`config.mk`:
```
export PLATFORM = sky130hd
export DESIGN_NAME = ifetch_queue
export DESIGN_NICKNAME = d
export VERILOG_FILES = /design/src/rtl/ifetch_queue.sv
export SDC_FILE = /design/constraint.sdc
export NUM_CORES = 1
export LEC_CHECK = 0
export CORE_ASPECT_RATIO = 1.1
export CORE_UTILIZATION = 50
export DETAILED_ROUTE_END_ITERATION = 10
export PLACE_DENSITY = 0.71
export SETUP_SLACK_MARGIN = 0.15
export SLEW_MARGIN = 20
export SYNTH_ARGS = -nofsm -noshare
export SYNTH_HDL_FRONTEND = slang
export SYNTH_SLANG_ARGS = --single-unit
```
`constraint.sdc`:
```
create_clock -name clk -period 3.41 [get_ports clk]
set_input_delay 0.5115 -clock clk [delete_from_list [all_inputs] [get_ports clk]]
set_output_delay 0.5115 -clock clk [all_outputs]
set_load 0.005 [all_outputs]
```
`src/rtl/ifetch_queue.sv`:
```
// Instruction-fetch front end: owns the fetch PC, issues credit-limited ROM reads and
// buffers returned words in an in-order queue. Define IFETCH_STATS_EN to add fetch/squash counters.
module ifetch_queue #(
  parameter int unsigned QUEUE_DEPTH = 4,
  parameter logic [31:0] RESET_PC    = 32'h0000_0000,
  parameter int unsigned IMEM_AW     = 7
) (
  input  logic               clk,
  input  logic               reset,
  output logic               imem_req,
  output logic [IMEM_AW-1:0] imem_addr,
  input  logic               imem_ready,
  input  logic               imem_rvalid,
  input  logic [31:0]        imem_rdata,
  input  logic               redirect_valid,
  input  logic [31:0]        redirect_pc,
  output logic               inst_valid,
  input  logic               inst_ready,
  output logic [31:0]        inst_data,
  output logic [31:0]        inst_pc,
  output logic [31:0]        inst_pc4
`ifdef IFETCH_STATS_EN
  ,
  output logic [31:0]        stat_fetched,
  output logic [31:0]        stat_squashed
`endif
);

  localparam int unsigned PTR_W = (QUEUE_DEPTH > 1) ? $clog2(QUEUE_DEPTH) : 1;
  localparam int unsigned CNT_W = PTR_W + 1;
  localparam int unsigned SUM_W = CNT_W + 1;

  typedef struct packed {
    logic [31:0] inst;
    logic [31:0] pc;
  } q_entry_t;

  logic [31:0]      r_fetch_pc;
  q_entry_t         r_q_mem  [QUEUE_DEPTH];
  logic [31:0]      r_pf_mem [QUEUE_DEPTH];
  logic [PTR_W-1:0] r_q_head, r_q_tail, r_pf_head, r_pf_tail;
  logic [CNT_W-1:0] r_q_count, r_outstanding, r_discard;

  logic             w_credit, w_issue, w_ret, w_drop, w_push, w_pop;
  logic [CNT_W-1:0] w_out_next;
  logic [31:0]      w_redirect_pc;
  q_entry_t         w_head;

  // Credit check counts queued plus in-flight words so a return always has a slot.
  always_comb begin
    w_credit      = (SUM_W'(r_q_count) + SUM_W'(r_outstanding)) < SUM_W'(QUEUE_DEPTH);
    imem_req      = reset && w_credit && !redirect_valid;
    imem_addr     = r_fetch_pc[IMEM_AW+1:2];
    w_issue       = imem_req && imem_ready;
    w_ret         = imem_rvalid && (r_outstanding != '0);
    w_drop        = w_ret && (redirect_valid || (r_discard != '0));
    w_push        = w_ret && !w_drop;
    inst_valid    = (r_q_count != '0);
    w_pop         = inst_valid && inst_ready;
    w_out_next    = r_outstanding + CNT_W'(w_issue) - CNT_W'(w_ret);
    w_redirect_pc = redirect_pc & 32'hFFFF_FFFC;
    w_head        = r_q_mem[r_q_head];
    inst_data     = inst_valid ? w_head.inst : '0;
    inst_pc       = inst_valid ? w_head.pc : '0;
    inst_pc4      = inst_valid ? (w_head.pc + 32'd4) : '0;
  end

  // Control state; a redirect flushes the queue and marks remaining in-flight words for discard.
  always_ff @(posedge clk) begin
    if (!reset) begin
      r_fetch_pc    <= RESET_PC;
      r_q_head      <= '0;
      r_q_tail      <= '0;
      r_q_count     <= '0;
      r_pf_head     <= '0;
      r_pf_tail     <= '0;
      r_outstanding <= '0;
      r_discard     <= '0;
    end else begin
      r_outstanding <= w_out_next;
      if (w_issue) r_pf_tail <= r_pf_tail + PTR_W'(1);
      if (w_ret)   r_pf_head <= r_pf_head + PTR_W'(1);
      if (redirect_valid) begin
        r_fetch_pc <= w_redirect_pc;
        r_q_head   <= '0;
        r_q_tail   <= '0;
        r_q_count  <= '0;
        r_discard  <= w_out_next;
      end else begin
        if (w_issue) r_fetch_pc <= r_fetch_pc + 32'd4;
        if (w_push)  r_q_tail   <= r_q_tail + PTR_W'(1);
        if (w_pop)   r_q_head   <= r_q_head + PTR_W'(1);
        r_q_count <= r_q_count + CNT_W'(w_push) - CNT_W'(w_pop);
        if (w_ret && (r_discard != '0)) r_discard <= r_discard - CNT_W'(1);
        assert (!(w_push && !w_pop && (r_q_count == CNT_W'(QUEUE_DEPTH))))
          else $error("ifetch_queue: write to full instruction queue");
      end
    end
  end

  always_ff @(posedge clk) begin
    if (w_issue) r_pf_mem[r_pf_tail] <= r_fetch_pc;
    if (w_push)  r_q_mem[r_q_tail]   <= '{inst: imem_rdata, pc: r_pf_mem[r_pf_head]};
  end

`ifdef IFETCH_STATS_EN
  localparam int unsigned INC_W = CNT_W + 1;

  logic [31:0]      r_stat_fetched, r_stat_squashed;
  logic [INC_W-1:0] w_sq_inc;
  logic [32:0]      w_sq_sum;

  // Squashed words: dropped returns plus queue entries flushed (after any same-cycle pop).
  always_comb begin
    w_sq_inc = INC_W'(w_drop);
    if (redirect_valid) w_sq_inc = w_sq_inc + INC_W'(r_q_count - CNT_W'(w_pop));
    w_sq_sum = {1'b0, r_stat_squashed} + 33'(w_sq_inc);
  end

  always_ff @(posedge clk) begin
    if (!reset) begin
      r_stat_fetched  <= '0;
      r_stat_squashed <= '0;
    end else begin
      if (w_pop && (r_stat_fetched != 32'hFFFF_FFFF)) r_stat_fetched <= r_stat_fetched + 32'd1;
      r_stat_squashed <= w_sq_sum[32] ? 32'hFFFF_FFFF : w_sq_sum[31:0];
    end
  end

  assign stat_fetched  = r_stat_fetched;
  assign stat_squashed = r_stat_squashed;
`endif

endmodule

```
**Routing congestion map**

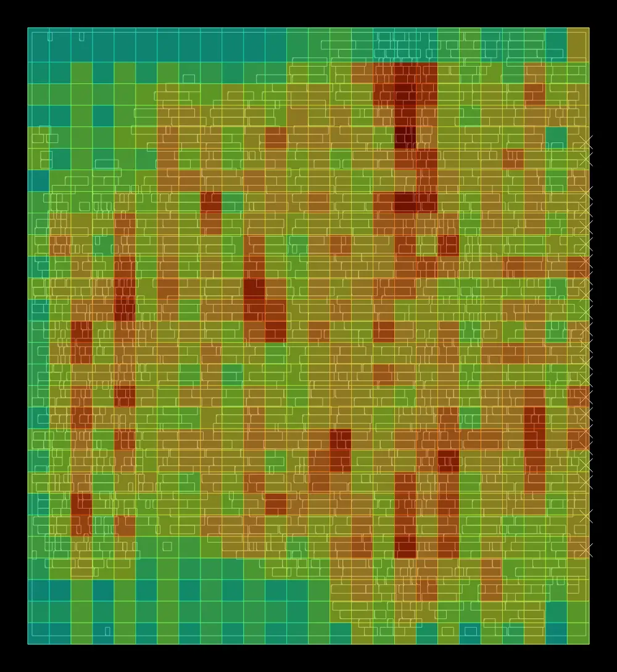
GR Util All Layers: 0.208
grt met1 use: 0.283
Final Core Density: 0.635

**Gate families picked out**

Scale: 2 px per um.
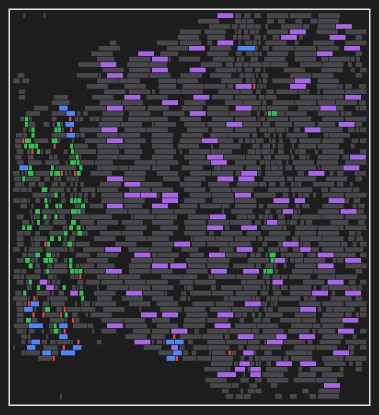
legend:
  inverters:
    color: red
    cells: 24
  multiplexers:
    color: purple
    cells: 108
    where: spread over the die
  inverting AOI/OAI gates:
    color: green
    cells: 82
    where: west
  adder and majority cells:
    color: blue
    cells: 20

**Met2 routing**

Scale: 1.5 px per um.
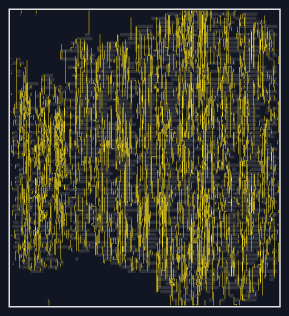
nets with wire on the layer: 1191
share of all routed wire: 50%
main direction: vertical

kinds of logic (layout without fill, tap and decap cells):
logic type | count (synthesis) | count (layout) | share of synthesized area
other | 1 | 4 | 0.000216
XOR/XNOR | 29 | 29 | 0.0147
multiplexers | 108 | 108 | 0.131
AND/OR/NAND/NOR | 267 | 267 | 0.0872
adder cells (fa/ha/maj) | 20 | 20 | 0.0153
AND-OR/OR-AND | 90 | 90 | 0.0320
buffers and inverters | 86 | 357 | 0.0234
flip-flops | 419 | 419 | 0.696
timing repair:
item,in CTS,in global routing
endpoints found under the setup margin,61,27
hold endpoints to repair,0,0
gates cloned,0,1
resized,137,59
setup buffers,12,24
pin swaps,17,24
final cells by class:
cell class                      count  area share
Clock buffer                       58      0.0555
Tap cell                          438      0.0252
Sequential cell                   419       0.556
Clock inverter                     16     0.00818
Inverter                           24     0.00415
Timing Repair Buffer              259       0.117
Multi-Input combinational cell    518       0.234
through the flow:
stage | hold WS [ns] | TNS, ns
after global placement | 0.487 | 0
after global routing | 0.549 | -0.904
after CTS | 0.497 | -0.703
after detailed placement | 0.489 | 0
after floorplan | 0.469 | 0
final | 0.506 | -0.0872
worst min path at each step:
stage,start,to,slack (ns),cells past startpoint
after CTS,redirect_pc[27],r_fetch_pc[27]$_SDFFE_PN0P_,0.50,3
after global routing,r_pf_tail[1]$_SDFFE_PN0P_,r_pf_tail[1]$_SDFFE_PN0P_,0.55,2
after detailed placement,r_pf_tail[1]$_SDFFE_PN0P_,r_pf_tail[1]$_SDFFE_PN0P_,0.49,2
final,r_pf_tail[1]$_SDFFE_PN0P_,r_pf_tail[1]$_SDFFE_PN0P_,0.51,2
after global placement,r_pf_tail[1]$_SDFFE_PN0P_,r_pf_tail[1]$_SDFFE_PN0P_,0.49,2
after floorplan,r_pf_tail[1]$_SDFFE_PN0P_,r_pf_tail[1]$_SDFFE_PN0P_,0.47,2
routing by layer:
metal / wire length [um] / track usage / vias to the layer above
li1: - / - / 4488
met1: 15700 / 0.283 / 5014
met2: 18100 / 0.348 / 294
met3: 1880 / 0.0315 / 57
met4: 771 / 0.0639 / 0
met5: 0 / 0 / -
cells in the final DEF (no fill, tap or decap), types with 21 or more instances in the layout:
master,count
xnor2_1,21
inv_1,24
a21oi_1,22
and2_1,73
buf_4,57
nand2_1,35
edfxtp_1,368
nor2_1,50
dfxtp_1,47
buf_6,33
mux4_2,91
clkbuf_16,47
clkdlybuf4s50_1,138
o21ai_0,25
critical path: stages (launching register included):
cell	delay, ns
dfxtp_4	0.41
buf_12	0.16
mux4_2	0.37
buf_6	0.11
nand3_4	0.09
or4_4	0.59
or3_4	0.39
a21oi_2	0.12
buf_2	0.15
flip-flops by register name (all words and copies together) (netlist names), 3 cells and up, named ones only:
register / count
r_discard: 3
r_q_count: 3
r_outstanding: 3
r_fetch_pc: 30
r_pf_mem: 120
r_q_mem: 248
power groups by stage:
stage               combinational, uW  clock, uW  sequential, uW
finish                           1870       4600            6130
global route                     2030       4870            6160
CTS                              1820       4690            6130
detailed placement               1790          0            6240
global placement                 1750          0            6230
floorplan                        1100          0            6140
==> flow_summary.ini <==
; synthesis and place-and-route metrics
[pwr]
p_total_uw = 12600
pwr-share-seq = 0.487
p_int_uw = 9680
combinationalPowerShare = 0.148
p_per_area_nw_per_um2 = 580
pwr-share-clk = 0.365

[clock_network]
cts_buffer_depth = 3
clk_pin_slew_worst_paths_ns = 0.06
hold_buffers = 0
htreeDepth = 2
clock_latency_ns = 0.55

[setup_path]
rrSetupSlack_ns = 0.66
path_max_fanout = 7
critical_path_required_ns = 2.90
startpoint_type = flop
worstReg2RegEnd = r_discard[2]$_SDFFE_PN0P_
crit_type = flop to primary output
crit_end = inst_pc4[24]
end_kind = primary output

[sta]
period_needed_ns = 3.46
fin_worst_skew_ns = 0.0139
hold_viol = 0
fin_ws_ns = -0.0461
finalSetupViolations = 3
fmax_mhz = 289

[logic_synthesis]
synth_top_area_share = 0.637
avgSynthCellArea_sq_um = 17.0
ys.flop_type = edfxtp_1
ys_warn_count = 0
syn_inst = 1020
async_reset_ff_frac = 0
synth-area-yosys_sq_um = 17300

[die]
core.rowCount = 71
die_w_um = 180

[global_routing]
grt.overflow.total = 0
grt_max_degree = 63
grt_pass1_wl_mm = 56.3

[outcome]
status = finished, violations left
violations = design-rule violations, negative setup slack

[job]
cap_violations = 0
log.warning_count = 37

[drt]
drt-initial-drc-count = 616
first_pass_iters = 9
wl_per_cell_um = 21.0
drcViolationCount = 22
vias = 9853

[final_layout]
nets = 1354
seq_area_sq_um = 12100

[placement]
pre_cts_ws_ns = 0.0196
port_buffers = 168
gp_congestion = 0.812
Power figures rest on the tool's default switching activity, not on a simulated workload.
